==> config.mk <==
export PLATFORM = sky130hd
export DESIGN_NAME = operand_demux16
export DESIGN_NICKNAME = d
export VERILOG_FILES = /design/src/rtl/operand_demux16.sv
export SDC_FILE = /design/constraint.sdc
export NUM_CORES = 1
export LEC_CHECK = 0
export CAP_MARGIN = 30
export CORE_UTILIZATION = 44
export CTS_CLUSTER_SIZE = 20
export DETAILED_ROUTE_END_ITERATION = 16
export GPL_TIMING_DRIVEN = 0
export HOLD_SLACK_MARGIN = 0.06
export PLACE_DENSITY = 0.94
export SLEW_MARGIN = 25
export SYNTH_ARGS = -nofsm -noshare
export SYNTH_HDL_FRONTEND = slang
export SYNTH_SLANG_ARGS = --single-unit
==> constraint.sdc <==
create_clock -name clk -period 3.1 [get_ports clk]
set_clock_uncertainty 0.1 [all_clocks]
set_input_delay 0.31 -clock clk [delete_from_list [all_inputs] [get_ports clk]]
set_output_delay 0.31 -clock clk [all_outputs]
set_load 0.05 [all_outputs]
power_grid.png
Bar = 20 um. Pins as bars on the die edge.
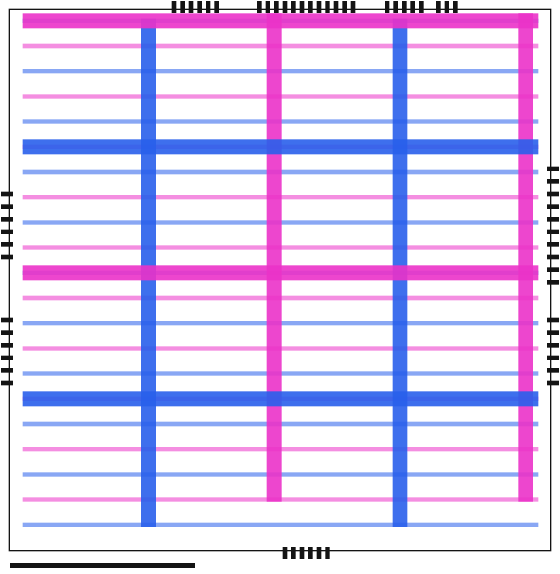
[VSS] blue
[VDD] magenta
signal pins: 60
met1 rails: 21
Chip Height: 58.3 um
Die X: 58.3 um
core region area: 3030 um2

placement_by_type.png
Bar = 20 um.
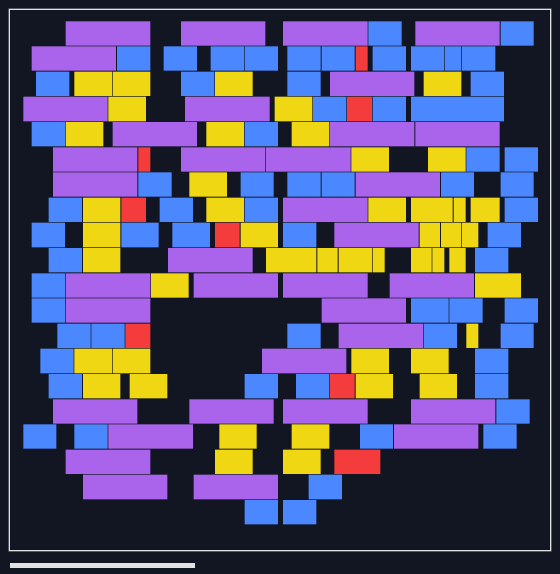
[other buffers and delay cells] blue | cells: 64
[flops] purple | cells: 36
[clock drivers and dummy loads] red | cells: 8
[combinational and other logic] yellow | cells: 46
Final Util: 70.4%
Final Cell Area: 2130 um2
Rows: 20
Seq area share: 42.3%

==> run_results.csv <==
group,metric,value,unit
setup_path,path_max_fanout,4,
setup_path,path_class,"in2out",
cells_and_area,lay_top_cells,"clkdlybuf4s50_1, dfrtp_1, mux2_2",
synth,top_cell,"dfrtp_1",
place,gp_congestion,0.679,
place,io_buffer_count,59,
drt,initialDrtViolationCount,52,
setup_path,arrival,2.24,ns
place,dpl.hpwl,2250,um
drt,drtAntennaViolNets,0,
final_timing,maxSlewHeadroom,64.7,%
clock_network,clock_latency,0.33,ns
floorplanning,dieArea,3400,um2
drt,wl,3040,um
clock_network,cts.sinks,36,
drt,drc,1,
global_routing,first_global_vias,977,
synth,ff_type,"dfrtp_1",
final_timing,fin_crit,2.65,ns
setup_path,cp_common_cell,"clkdlybuf4s50_1",
setup_path,path_cells,"clkdlybuf4s50_1 > mux2i_2 > nor2_1 > a21oi_1 > clkdlybuf4s50_1",
cells_and_area,n_antenna_cell,0,
synth,synth_cell_types,16,
worst_hold_path,hold_path.class,"in2async",
synth,netlist_area,1390,um2
global_routing,antenna_found_initial,0,
setup_path,worstRegToRegCells,4,
cells_and_area,drive_gt1_share,30.5,%
setup_path,rrSetupSlack,1.46,ns
clock_network,cts.path.max_buffers,2,
final_timing,finalSetupViolations,0,
place,dp_slack,0.433,ns
status,violations,"design-rule violations",
drt,num_vias,953,
synth,ys.flops,36,
status,outcome,"finished, violations left",
final_timing,setup_slack,0.451,ns
cells_and_area,fin_nets,176,
clock_network,cts_resized,0,
global_routing,grt_overflow,0,
final_timing,report.final.slew_viol_count,0,
synth,synth_nets,108,
job,maxCapViolCount,0,
clock_network,root_buffer,"clkbuf_4",
drt,first_pass_iters,10,
synth,synth-edff-count,0,
place,place_area,2060,um2
drt,vias_per_cell,4.81,
setup_path,slowest_delay,0.83,ns
setup_path,cp_num_buf_inv,2,
synth,top_cells_by_count,"dfrtp_1, mux2_2, buf_6, a21oi_1, nor2_1",
clock_network,path_clk_slew,0.10,ns
setup_path,slowest_stage,"clkdlybuf4s50_1",
cells_and_area,lay_top_count,"clkdlybuf4s50_1",
cells_and_area,num-fill-cells,216,
global_routing,grt_pass1_wl,4660,um
synth,synthCells,85,
clock_network,cts_tree,"done",
global_routing,grt_max_degree,25,
cells_and_area,finalNonFillerCells,198,
clock_network,cts_buffers,5,
final_timing,whs,0.328,ns
synth,yosysTopAreaCell,"dfrtp_1",
synth,yosysChipArea,1390,um2
final_timing,hold_viol_final,0,
final_timing,tightest_slew,0.529,ns
setup_path,cp.required,2.69,ns
setup_path,path_depth,5,
synth,ys_async_sr_fraction,100,%
job,warnings,26,
final_timing,setup_tns,0,ns
synth,top_area_share,64.6,%
synth,postSynthSeqShare,64.6,%
floorplanning,initCoreUtil,46.0,%
synth,avgSynthCellArea,16.4,um2
cells_and_area,area_growth,52.9,%
drt,wl_per_cell,15.3,um
synth,topCellsByArea,"dfrtp_1, mux2_2, buf_6",
final_timing,rsz0062_at_grt,"false",
final_timing,finalClockPeriodUsage,85.5,%
clock_network,post_cts_buffers,0,
setup_path,end_kind,"output pin",
floorplanning,ios,60,
final_timing,max_freq,0.377,GHz
setup_path,cp_top_family,"buffers and inverters",
-- per-layer routing --
metal / track usage (%) / vias to the layer above / wire length [um]
met3: 5.36 / 7 / 156
met5: 0 / - / 0
met1: 22.7 / 467 / 1220
met4: 11.2 / 0 / 63
met2: 31.2 / 43 / 1590
li1: - / 436 / -
-- area by class of cell --
type                       count  area (um2)  share of cell area (%)
sequential                    36         901                    42.3
timing repair buffer          61         623                    29.2
buffer                         3        33.8                    1.59
tap                           44        55.1                    2.58
clock buffer                   8        58.8                    2.76
multi-input combinational     45         455                    21.4
inverter                       1        3.75                   0.176
-- cells by family after synthesis --
family                 count (synthesis)  synth area share, %
flip-flops                            36                 64.6
multiplexers                          33                 27.1
AND/OR/NAND/NOR                        8                 3.50
AND-OR/OR-AND                          4                 2.06
buffers and inverters                  4                 2.69
